--- src/rtl/tmod_arbiter.sv ---
// Round-robin arbiter that serialises requester commands onto a single
// temperature-slave command port, with response timeout and NOOP bypass.
//
// state    | meaning
// IDLE     | no transaction; pick the next requester round-robin
// GRANT    | winner latched, one-cycle gnt pulse
// ISSUE    | s_start high until the slave accepts (s_ready)
// WAIT_RSP | timer running until s_valid or timeout
// RESP     | one-cycle rsp_valid pulse to the winner
module tmod_arbiter #(
  parameter int NREQ    = 4,
  parameter int TIMEOUT = 16
) (
  input  logic              clk,
  input  logic              reset,
  input  logic [NREQ-1:0]   req,
  input  logic [4*NREQ-1:0] req_op,
  input  logic [8*NREQ-1:0] req_opnd,
  output logic [NREQ-1:0]   gnt,
  output logic [NREQ-1:0]   rsp_valid,
  output logic [7:0]        rsp_data,
  output logic              rsp_err,
  output logic              busy,
  output logic [3:0]        s_op,
  output logic [7:0]        s_opnd,
  output logic              s_start,
  input  logic              s_ready,
  input  logic              s_valid,
  input  logic [7:0]        s_data
);

  localparam int PW = (NREQ > 1) ? $clog2(NREQ) : 1;
  localparam int TW = $clog2(TIMEOUT);

  typedef enum logic [2:0] {IDLE, GRANT, ISSUE, WAIT_RSP, RESP} state_t;

  state_t        state;
  logic [PW-1:0] ptr;
  logic [3:0]    op_q;
  logic [7:0]    opnd_q;
  logic [7:0]    data_q;
  logic          err_q;
  logic [TW-1:0] timer;

  logic [PW-1:0] win;
  logic [3:0]    win_op;
  logic [7:0]    win_opnd;

  // Scan from ptr+NREQ (== ptr, lowest priority) down to ptr+1, so the
  // requester just after ptr overwrites everything else and wins.
  always_comb begin
    int c;
    c   = 0;
    win = ptr;
    for (int k = NREQ; k >= 1; k--) begin
      c = int'(ptr) + k;
      if (c >= NREQ) c = c - NREQ;
      if (req[PW'(c)]) win = PW'(c);
    end
  end

  always_comb begin
    win_op   = '0;
    win_opnd = '0;
    for (int i = 0; i < NREQ; i++) begin
      if (win == PW'(i)) begin
        win_op   = req_op[4*i +: 4];
        win_opnd = req_opnd[8*i +: 8];
      end
    end
  end

  always_ff @(posedge clk) begin
    if (reset) begin
      state  <= IDLE;
      ptr    <= PW'(NREQ - 1);
      op_q   <= '0;
      opnd_q <= '0;
      data_q <= '0;
      err_q  <= 1'b0;
      timer  <= '0;
    end else begin
      case (state)
        IDLE: begin
          if (|req) begin
            ptr    <= win;
            op_q   <= win_op;
            opnd_q <= win_opnd;
            state  <= GRANT;
          end
        end
        GRANT: begin
          if (op_q[3]) begin
            data_q <= '0;
            err_q  <= 1'b0;
            state  <= RESP;
          end else begin
            state  <= ISSUE;
          end
        end
        ISSUE: begin
          if (s_ready) begin
            timer <= '0;
            state <= WAIT_RSP;
          end
        end
        WAIT_RSP: begin
          // A response arriving on the timeout cycle still counts as good.
          if (s_valid) begin
            data_q <= s_data;
            err_q  <= 1'b0;
            state  <= RESP;
          end else if (timer == TW'(TIMEOUT - 1)) begin
            data_q <= '0;
            err_q  <= 1'b1;
            state  <= RESP;
          end else begin
            timer <= timer + 1'b1;
          end
        end
        RESP:    state <= IDLE;
        default: state <= IDLE;
      endcase
    end
  end

  assign busy      = (state != IDLE);
  assign s_start   = (state == ISSUE);
  assign s_op      = op_q;
  assign s_opnd    = opnd_q;
  assign gnt       = (state == GRANT) ? (NREQ'(1) << ptr) : '0;
  assign rsp_valid = (state == RESP)  ? (NREQ'(1) << ptr) : '0;
  assign rsp_data  = data_q;
  assign rsp_err   = (state == RESP) && err_q;

endmodule

--- config.mk ---
export PLATFORM = sky130hd
export DESIGN_NAME = tmod_arbiter
export DESIGN_NICKNAME = d
export VERILOG_FILES = /design/src/rtl/tmod_arbiter.sv
export SDC_FILE = /design/constraint.sdc
export NUM_CORES = 1
export LEC_CHECK = 0
export CAP_MARGIN = 20
export CORE_ASPECT_RATIO = 1.75
export CORE_MARGIN = 1.5
export CORE_UTILIZATION = 40
export DETAILED_ROUTE_END_ITERATION = 6
export HOLD_SLACK_MARGIN = 0.15
export PLACE_DENSITY_LB_ADDON = 0.15
export SKIP_LAST_GASP = 1
export SLEW_MARGIN = 25
export SYNTH_ARGS = -nofsm -noshare
export SYNTH_HDL_FRONTEND = slang
export SYNTH_SLANG_ARGS = --single-unit
--- constraint.sdc ---
create_clock -name clk -period 6.75 [get_ports clk]
set_input_delay 1.35 -clock clk [delete_from_list [all_inputs] [get_ports clk]]
set_output_delay 1.35 -clock clk [all_outputs]
set_load 0.02 [all_outputs]
==> impl_metrics.csv, run 1 <==
group,metric,value,unit
cells_and_area,area.sequential,601,µm²
placed_design,place.gp.congestion,0.779,
yosys,floorplan_net_count,328,
die,core_area,0.00502,mm²
cells_and_area,bufAreaShareNonClock,30.3,%
worst_setup_path,cp-start-kind,"input port",
power,cellInternalPower,610,µW
yosys,synth.most_common_cell,"nand2_1",
clock_tree,cts_inserted_buffers,5,
cells_and_area,filler_cell_count,470,
clock_tree,cts_tree,"yes",
route,antenna_left,0,
yosys,yosysSeqAreaShare,28.4,%
placed_design,detailed_place_hpwl,4290,µm
sta,setup_total_negative_slack,0,ns
worst_setup_path,cpLargestDelayFamily,"AND-OR/OR-AND gates",
yosys,synth.yosys.chip_area,0.00212,mm²
worst_setup_path,timing.critical_path.depth,6,
grt,met2_usage,35.7,%
worst_setup_path,critical_path.slowest_cell,"a221oi_2",
power,switching_power,512,µW
route,firstDrtPassIters,7,
outcome,failed_checks,"DRC",
clock_tree,cts_resized,0,
placed_design,placement.cell_area,0.00301,mm²
outcome,status,"finished, violations left",
route,drt_drc_violations_left,6,
sta,finalHoldWorstSlack,0.476,ns
yosys,adder_and_majority_gate_portion_of_the_synthesized_area,2.96,%
sta,final_clock_skew,0.0101,ns
cells_and_area,mostFrequentLayoutCell,"clkdlybuf4s50_1",
cells_and_area,ff_count,30,
yosys,ys_async_sr_fraction,0,%
power,p_seq_share,23.1,%
yosys,yosysTopAreaCell,"dfxtp_1",
Fig. 1: run 1, PDN straps and rails
Pins as bars on the die edge. Tap cells in gray.
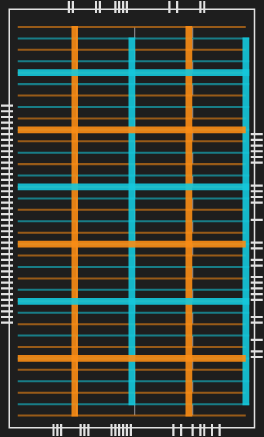
[VSS] orange
[VDD] cyan
tap cells: 54
met5 straps: 6
met1 rails: 35
met4 straps: 4
signal pins: 95
horizontal extent of the die: 58.0 µm
Max IR drop VDD: 0.186 mV

Fig. 2: run 1, placed cells, one color a class
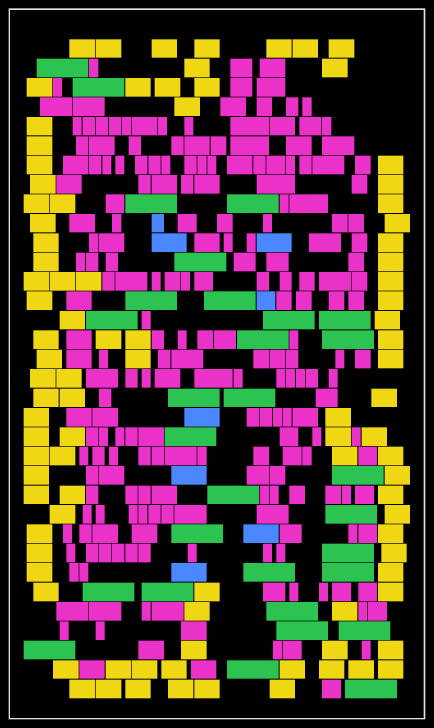
[registers] green | cells: 30 | share of their area: 20%
[clock drivers and dummy loads] blue | cells: 8 | share of their area: 3.1%
[remaining buffers and delay cells] yellow | cells: 94 | share of their area: 31%
[remaining logic cells] magenta | cells: 212 | share of their area: 46%

Fig. 3: run 1, clock distribution
The bar under the picture is 20 µm long.
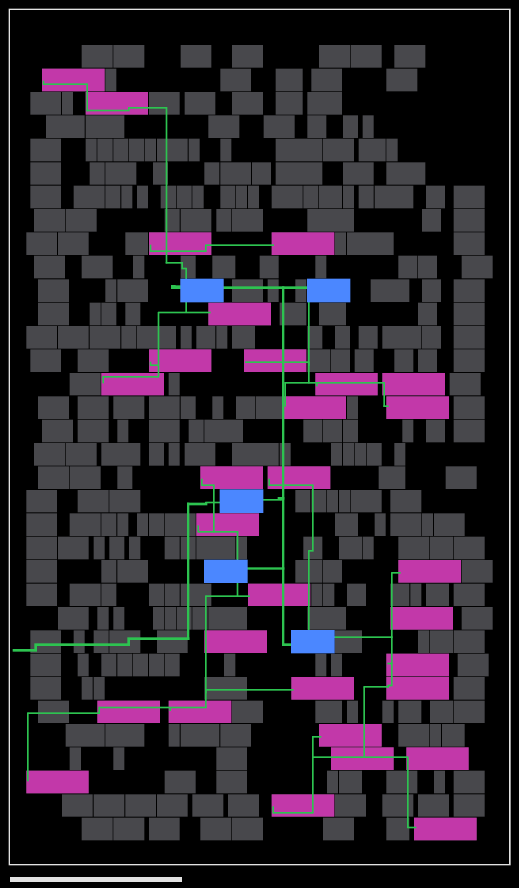
[flip-flops] magenta | count: 30
[clock wires] green | length: 414 µm
[clock-net drivers] blue | count: 5
routed clock nets: 6

Fig. 4: run 1, routed metal, one color a layer
The bar under the picture is 20 µm long.
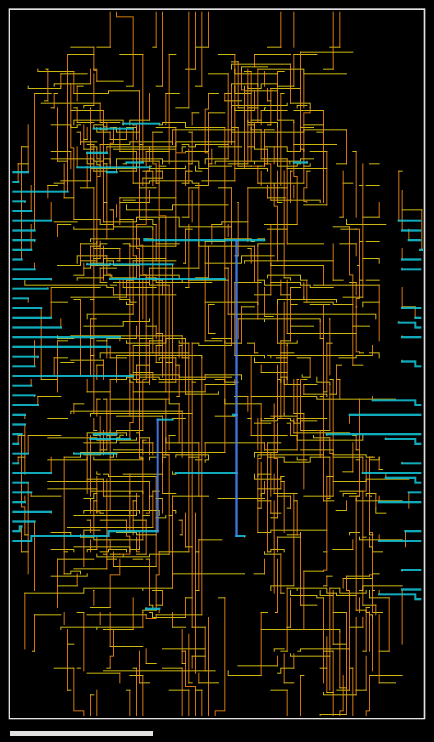

==> run 2, diff against run 1 <==
Settings changed: CORE_UTILIZATION 40 to 38.
Clock period 6.75 ns to 3 ns, I/O delays scaled along.
Fig. 5: run 2, routed metal, one color a layer
The bar under the picture is 20 µm long.
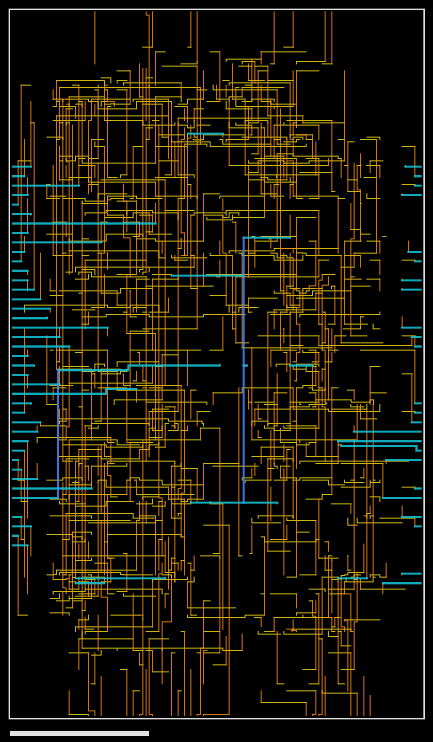
[M2] orange | wire length: 3,180 µm
[M3] cyan | wire length: 345 µm
[M4] blue | wire length: 56.4 µm
[M1] yellow | wire length: 2,270 µm
Routed Wire Length: 5860 µm
GRT Overall Usage: 20.9%
via count of the routed design: 2,197
routed length per instance: 13.8 µm

Fig. 6: run 2, routing congestion
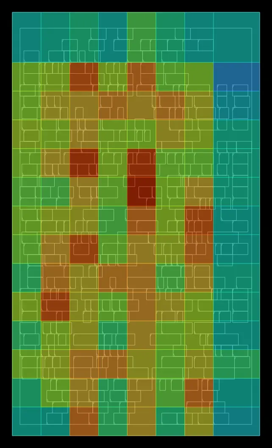
M2 GR Usage: 39.4%
final core utilization: 59.8%
met3 track demand over resource in global routing: 5.49%
met1 layer usage reported by global route: 22.4%

==> run 2 against run 1 <==
Effect of this change: the run now ends clean; worst setup slack worse by 3.0 ns; clock power is 120% higher; wire length is 6.3% higher; critical path depth is 2 lower; die size is 5.0% higher; sequential share of layout area is 0.38 points lower; register-to-register slack worse by 3.4 ns; first-iteration DRC count is 37% lower; total power is 130% higher; largest power group unchanged.
==> impl_metrics.csv, run 2 <==
group,metric,value,unit
yosys,adder_and_majority_gate_portion_of_the_synthesized_area,2.96,%
placed_design,place.gp.congestion,0.823,
cells_and_area,mostFrequentLayoutCell,"clkdlybuf4s50_1",
worst_setup_path,critical_path.slowest_cell,"clkdlybuf4s50_1",
route,firstDrtPassIters,5,
yosys,yosysSeqAreaShare,28.4,%
outcome,status,"complete, no violations",
sta,final_clock_skew,0.00699,ns
power,cellInternalPower,1.41,mW
power,worst_ir_drop_vdd,0.483,mV
yosys,synth.most_common_cell,"nand2_1",
clock_tree,cts_tree,"yes",
worst_setup_path,timing.critical_path.depth,4,
power,switching_power,1.19,mW
yosys,floorplan_net_count,328,
cells_and_area,bufAreaShareNonClock,30.9,%
clock_tree,cts_resized,0,
power,p_seq_share,21.8,%
cells_and_area,ff_count,30,
sta,finalHoldWorstSlack,0.467,ns
placed_design,detailed_place_hpwl,4510,µm
die,core_area,0.00530,mm²
yosys,ys_async_sr_fraction,0,%
yosys,synth.yosys.chip_area,0.00212,mm²
sta,setup_total_negative_slack,0,ns
Power figures rest on the tool's default switching activity, not on a simulated workload.
